## config.mk

```make
export PLATFORM = sky130hd
export DESIGN_NAME = reg2tl_flat
export DESIGN_NICKNAME = d
export VERILOG_FILES = /design/src/rtl/reg2tl_if.sv /design/src/rtl/reg2tl.sv /design/src/flat_wrapper.sv
export SDC_FILE = /design/constraint.sdc
export NUM_CORES = 1
export LEC_CHECK = 0
export ABC_AREA = 0
export CAP_MARGIN = 10
export CORE_ASPECT_RATIO = 0.75
export CORE_MARGIN = 10
export CORE_UTILIZATION = 38
export CTS_CLUSTER_DIAMETER = 30
export DETAILED_ROUTE_END_ITERATION = 8
export GPL_TIMING_DRIVEN = 0
export PLACE_DENSITY = 0.8
export RECOVER_POWER = 25
export SLEW_MARGIN = 20
export SYNTH_ARGS = -nofsm -noshare
export SYNTH_HDL_FRONTEND = slang
export SYNTH_SLANG_ARGS = --single-unit
```

## constraint.sdc

```tcl
create_clock -name clk_i -period 5.6 [get_ports clk_i]
set_input_delay 1.12 -clock clk_i [delete_from_list [all_inputs] [get_ports clk_i]]
set_output_delay 1.12 -clock clk_i [all_outputs]
set_load 0.01 [all_outputs]
```

## src/rtl/reg2tl_if.sv

```systemverilog
// TileLink-UL channel payload types and the bundled request/TL port of the reg2tl bridge.
// The package lives here so the interface and the bridge share one definition.
package tl_pkg;
  localparam logic [2:0] PutFullData   = 3'h0;
  localparam logic [2:0] Get           = 3'h4;
  localparam logic [2:0] AccessAck     = 3'h0;
  localparam logic [2:0] AccessAckData = 3'h1;

  typedef struct packed {
    logic [2:0]  opcode;
    logic [2:0]  param;
    logic [2:0]  size;
    logic [7:0]  source;
    logic [63:0] address;
    logic [7:0]  mask;
    logic [63:0] data;
    logic        corrupt;
  } A_chan_bits_t;

  typedef struct packed {
    logic [2:0]  opcode;
    logic [1:0]  param;
    logic [2:0]  size;
    logic [7:0]  source;
    logic [0:0]  sink;
    logic        denied;
    logic [63:0] data;
    logic        corrupt;
  } D_chan_bits_t;
endpackage

interface reg2tl_if #(
  parameter int ADDR_WIDTH = 64
);
  logic                    en_i;
  logic                    we_i;
  logic [ADDR_WIDTH-1:0]   addr_i;
  logic [31:0]             wdata_i;
  logic                    gnt_o;
  logic                    rvalid_o;
  logic [31:0]             rdata_o;
  logic                    err_o;
  logic                    busy_o;
  logic                    TL_A_valid_o;
  logic                    TL_A_ready_i;
  tl_pkg::A_chan_bits_t    TL_A_bits_o;
  logic                    TL_D_valid_i;
  logic                    TL_D_ready_o;
  tl_pkg::D_chan_bits_t    TL_D_bits_i;

  // master: CSR requester plus TileLink fabric; slave: the bridge itself
  modport master (
    output en_i, we_i, addr_i, wdata_i, TL_A_ready_i, TL_D_valid_i, TL_D_bits_i,
    input  gnt_o, rvalid_o, rdata_o, err_o, busy_o, TL_A_valid_o, TL_A_bits_o, TL_D_ready_o
  );

  modport slave (
    input  en_i, we_i, addr_i, wdata_i, TL_A_ready_i, TL_D_valid_i, TL_D_bits_i,
    output gnt_o, rvalid_o, rdata_o, err_o, busy_o, TL_A_valid_o, TL_A_bits_o, TL_D_ready_o
  );
endinterface

```

## src/rtl/reg2tl.sv

```systemverilog
// Register-bus to TileLink-UL initiator bridge: one 32-bit access outstanding on a 64-bit A/D
// channel pair, with a response timeout and draining of the late D beat that follows a timeout.
module reg2tl #(
  parameter int ADDR_WIDTH = 64,
  parameter int SOURCE_ID  = 0,
  parameter int TIMEOUT    = 1024
) (
  input  logic     clk_i,
  input  logic     rst_i,
  reg2tl_if.slave  bus
);
  import tl_pkg::*;

  typedef enum logic [1:0] {IDLE, SEND_A, WAIT_D, RESP} state_e;

  state_e       state_q, state_d;
  A_chan_bits_t a_q, a_d;
  logic [31:0]  rdata_q, rdata_d;
  logic         err_q, err_d;
  logic         stale_q, stale_d;
  logic [15:0]  cnt_q, cnt_d;
  logic         gnt, a_valid;
  logic         d_fire, src_match, d_err;
  logic         unused_d;

  assign d_fire    = bus.TL_D_valid_i;
  assign src_match = bus.TL_D_bits_i.source == 8'(SOURCE_ID);
  assign d_err     = bus.TL_D_bits_i.denied | bus.TL_D_bits_i.corrupt;
  assign unused_d  = ^{bus.TL_D_bits_i.opcode, bus.TL_D_bits_i.param,
                       bus.TL_D_bits_i.size, bus.TL_D_bits_i.sink};

  always_ff @(posedge clk_i or posedge rst_i) begin
    if (rst_i) begin
      state_q <= IDLE;
      a_q     <= '0;
      rdata_q <= '0;
      err_q   <= 1'b0;
      stale_q <= 1'b0;
      cnt_q   <= '0;
    end else begin
      state_q <= state_d;
      a_q     <= a_d;
      rdata_q <= rdata_d;
      err_q   <= err_d;
      stale_q <= stale_d;
      cnt_q   <= cnt_d;
    end
  end

  always_comb begin
    state_d = state_q;
    a_d     = a_q;
    rdata_d = rdata_q;
    err_d   = err_q;
    stale_d = stale_q;
    cnt_d   = cnt_q;
    gnt     = 1'b0;
    a_valid = 1'b0;

    // The first matching beat after a timeout is the late answer to the abandoned request.
    if (stale_q && d_fire && src_match) stale_d = 1'b0;

    case (state_q)
      IDLE: begin
        gnt = bus.en_i;
        if (bus.en_i) begin
          if (bus.addr_i[1:0] != 2'b00) begin
            err_d   = 1'b1;
            rdata_d = '0;
            state_d = RESP;
          end else begin
            a_d.opcode  = bus.we_i ? PutFullData : Get;
            a_d.param   = '0;
            a_d.size    = 3'd2;
            a_d.source  = 8'(SOURCE_ID);
            a_d.address = 64'({bus.addr_i[ADDR_WIDTH-1:2], 2'b00});
            a_d.mask    = bus.addr_i[2] ? 8'hF0 : 8'h0F;
            a_d.data    = bus.addr_i[2] ? {bus.wdata_i, 32'h0} : {32'h0, bus.wdata_i};
            a_d.corrupt = 1'b0;
            state_d     = SEND_A;
          end
        end
      end
      SEND_A: begin
        a_valid = 1'b1;
        if (bus.TL_A_ready_i) begin
          cnt_d   = '0;
          state_d = WAIT_D;
        end
      end
      WAIT_D: begin
        if (d_fire && src_match && !stale_q) begin
          err_d = d_err;
          if (a_q.opcode == PutFullData || d_err) rdata_d = '0;
          else rdata_d = a_q.address[2] ? bus.TL_D_bits_i.data[63:32]
                                        : bus.TL_D_bits_i.data[31:0];
          state_d = RESP;
        end else if (TIMEOUT != 0 && cnt_q == 16'(TIMEOUT - 1)) begin
          err_d   = 1'b1;
          rdata_d = '0;
          stale_d = 1'b1;
          state_d = RESP;
        end else begin
          cnt_d = cnt_q + 16'd1;
        end
      end
      RESP: state_d = IDLE;
      default: state_d = IDLE;
    endcase
  end

  // D is always accepted: beats are either consumed, drained as stale, or dropped as spurious.
  assign bus.gnt_o        = gnt;
  assign bus.rvalid_o     = state_q == RESP;
  assign bus.rdata_o      = rdata_q;
  assign bus.err_o        = err_q;
  assign bus.busy_o       = state_q != IDLE;
  assign bus.TL_A_valid_o = a_valid;
  assign bus.TL_A_bits_o  = a_q;
  assign bus.TL_D_ready_o = 1'b1;
endmodule

```

## src/flat_wrapper.sv

```systemverilog
// flat-port wrapper written by rule: the top's interface ports become plain ports
module reg2tl_flat import tl_pkg::*;
#(
  parameter int ADDR_WIDTH = 64,
  parameter int SOURCE_ID  = 0,
  parameter int TIMEOUT    = 1024
)
  (clk_i, rst_i, bus_en_i, bus_we_i, bus_addr_i, bus_wdata_i, bus_TL_A_ready_i, bus_TL_D_valid_i, bus_TL_D_bits_i, bus_gnt_o, bus_rvalid_o, bus_rdata_o, bus_err_o, bus_busy_o, bus_TL_A_valid_o, bus_TL_A_bits_o, bus_TL_D_ready_o);
  reg2tl_if #(.ADDR_WIDTH(ADDR_WIDTH)) bus_i ();
  input  logic clk_i;
  input  logic rst_i;
  input wire logic [$bits(bus_i.en_i)-1:0] bus_en_i;
  input wire logic [$bits(bus_i.we_i)-1:0] bus_we_i;
  input wire logic [$bits(bus_i.addr_i)-1:0] bus_addr_i;
  input wire logic [$bits(bus_i.wdata_i)-1:0] bus_wdata_i;
  input wire logic [$bits(bus_i.TL_A_ready_i)-1:0] bus_TL_A_ready_i;
  input wire logic [$bits(bus_i.TL_D_valid_i)-1:0] bus_TL_D_valid_i;
  input wire logic [$bits(bus_i.TL_D_bits_i)-1:0] bus_TL_D_bits_i;
  output wire logic [$bits(bus_i.gnt_o)-1:0] bus_gnt_o;
  output wire logic [$bits(bus_i.rvalid_o)-1:0] bus_rvalid_o;
  output wire logic [$bits(bus_i.rdata_o)-1:0] bus_rdata_o;
  output wire logic [$bits(bus_i.err_o)-1:0] bus_err_o;
  output wire logic [$bits(bus_i.busy_o)-1:0] bus_busy_o;
  output wire logic [$bits(bus_i.TL_A_valid_o)-1:0] bus_TL_A_valid_o;
  output wire logic [$bits(bus_i.TL_A_bits_o)-1:0] bus_TL_A_bits_o;
  output wire logic [$bits(bus_i.TL_D_ready_o)-1:0] bus_TL_D_ready_o;
  assign bus_i.en_i = bus_en_i;
  assign bus_i.we_i = bus_we_i;
  assign bus_i.addr_i = bus_addr_i;
  assign bus_i.wdata_i = bus_wdata_i;
  assign bus_i.TL_A_ready_i = bus_TL_A_ready_i;
  assign bus_i.TL_D_valid_i = bus_TL_D_valid_i;
  assign bus_i.TL_D_bits_i = bus_TL_D_bits_i;
  assign bus_gnt_o = bus_i.gnt_o;
  assign bus_rvalid_o = bus_i.rvalid_o;
  assign bus_rdata_o = bus_i.rdata_o;
  assign bus_err_o = bus_i.err_o;
  assign bus_busy_o = bus_i.busy_o;
  assign bus_TL_A_valid_o = bus_i.TL_A_valid_o;
  assign bus_TL_A_bits_o = bus_i.TL_A_bits_o;
  assign bus_TL_D_ready_o = bus_i.TL_D_ready_o;
  reg2tl #(.ADDR_WIDTH(ADDR_WIDTH), .SOURCE_ID(SOURCE_ID), .TIMEOUT(TIMEOUT)) u_core (.clk_i(clk_i), .rst_i(rst_i), .bus(bus_i));
endmodule
```

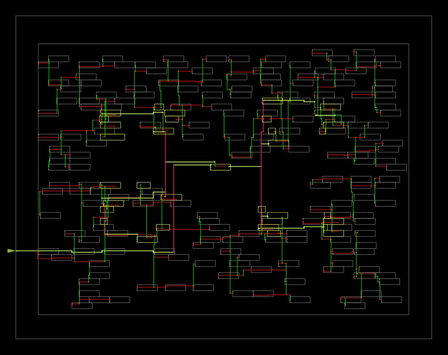
Fig. 1. The clock network.
Num CTS Buffers: 17
Layout Skew: 0.01144 ns
Flop Count: 181
Worst-Skew Late Latency: 0.43 ns

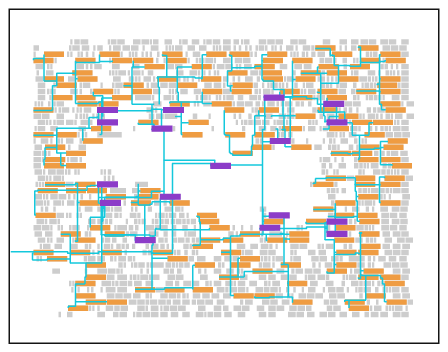
Fig. 2. Clock wires, drivers and flops.
cyan -> clock wires  # length 2270 um
purple -> clock-net drivers  # count 17
orange -> flip-flops  # count 181
routed clock nets = 18
Clock power frac: 21.5%
clock network power: 1.23 mW

==> flow_summary.ini <==
; implementation run metrics
[detailed_routing]
antenna_left = 0
wire_per_inst_um = 18.66
drc = 0
firstDrtPassIters = 5

[min_path]
hold-path-endpoint = u_core.bus.TL_A_bits_o[40]
hp-start = u_core.bus.TL_A_bits_o[40]

[place]
place_ws_ns = 1.990
hpwl_um = 23500

[cells_and_area]
utilization_pct = 61.62
layout_top_cell = clkdlybuf4s50_1
nets = 1463

[synth]
mux_share_pct = 4.984
ys_seq_share_pct = 56.39
ys_top_logic_family = simple AND/OR/NAND/NOR gates
synth_cell_types = 46
yosys-top-cells-count = nand2_1, dfrtp_1, clkbuf_1, nand3_1, mux2i_1
ys_cells = 881
edf_count = 0

[timing]
fin_crit_sh_pct = 69.54
drv_slew = 0
setup_viol = 0
hold_slack_ns = 0.4689
tns_ns = 0
hold_viol = 0

[critical_path]
worstPathMaxFanout = 31
r2r-start = u_core.state_q[0]
crit_top_cell = clkbuf_1
cp-endpoint = u_core.bus.TL_A_bits_o[61]
critPathKind = in2async
path_buffers = 5
path_depth = 5

[outcome]
outcome = completed

[clock_network]
clockBufferDepth = 2
cts_hold_buf = 0
cts_setup_buffers = 0

[power_and_ir_drop]
pwr.group.combinational_mw = 2.48
powerDensity_mw_per_mm2 = 454.5

[global_route]
first_global_vias = 7648
grt_start_max_net_pins = 32
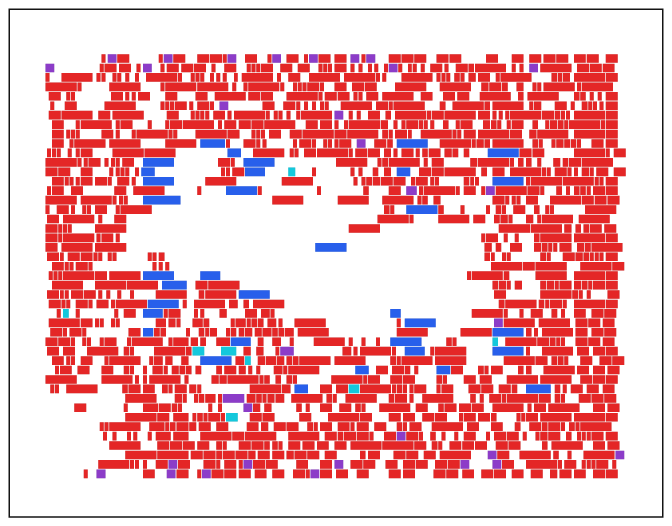
Fig. 3. Cell sizes after repair.
purple -> x3 and x4  # cells 32, share 2.5%
red -> x1 and smaller  # cells 1211, share 94%
blue -> x6 and larger  # cells 34, share 2.6%
cyan -> x2  # cells 8, share 0.62%
Plain + repair buffers: 431
post-route cell area: 0.01263 mm2

==> routing by layer <==
metal / vias to the layer above / wire length, um
met3: 27 / 2016
met4: 0 / 432
met5: - / 0
met2: 266 / 14480
met1: 3666 / 12310
li1: 3627 / -
==> final cells by class <==
| cell class | instances | area, um2 | share of cell area [%] |
|---|---|---|---|
| plain buffers | 76 | 406.6 | 3.220 |
| clock buffers | 17 | 425.4 | 3.369 |
| clock inverters | 15 | 191.4 | 1.516 |
| inverters | 10 | 38.79 | 0.3071 |
| multi-input cells | 631 | 3128 | 24.77 |
| flip-flops and latches | 181 | 4529 | 35.87 |
| well taps | 282 | 352.8 | 2.794 |
| repair buffers | 355 | 3556 | 28.16 |
No activity file was given, so power comes from the tool's default toggle rates.
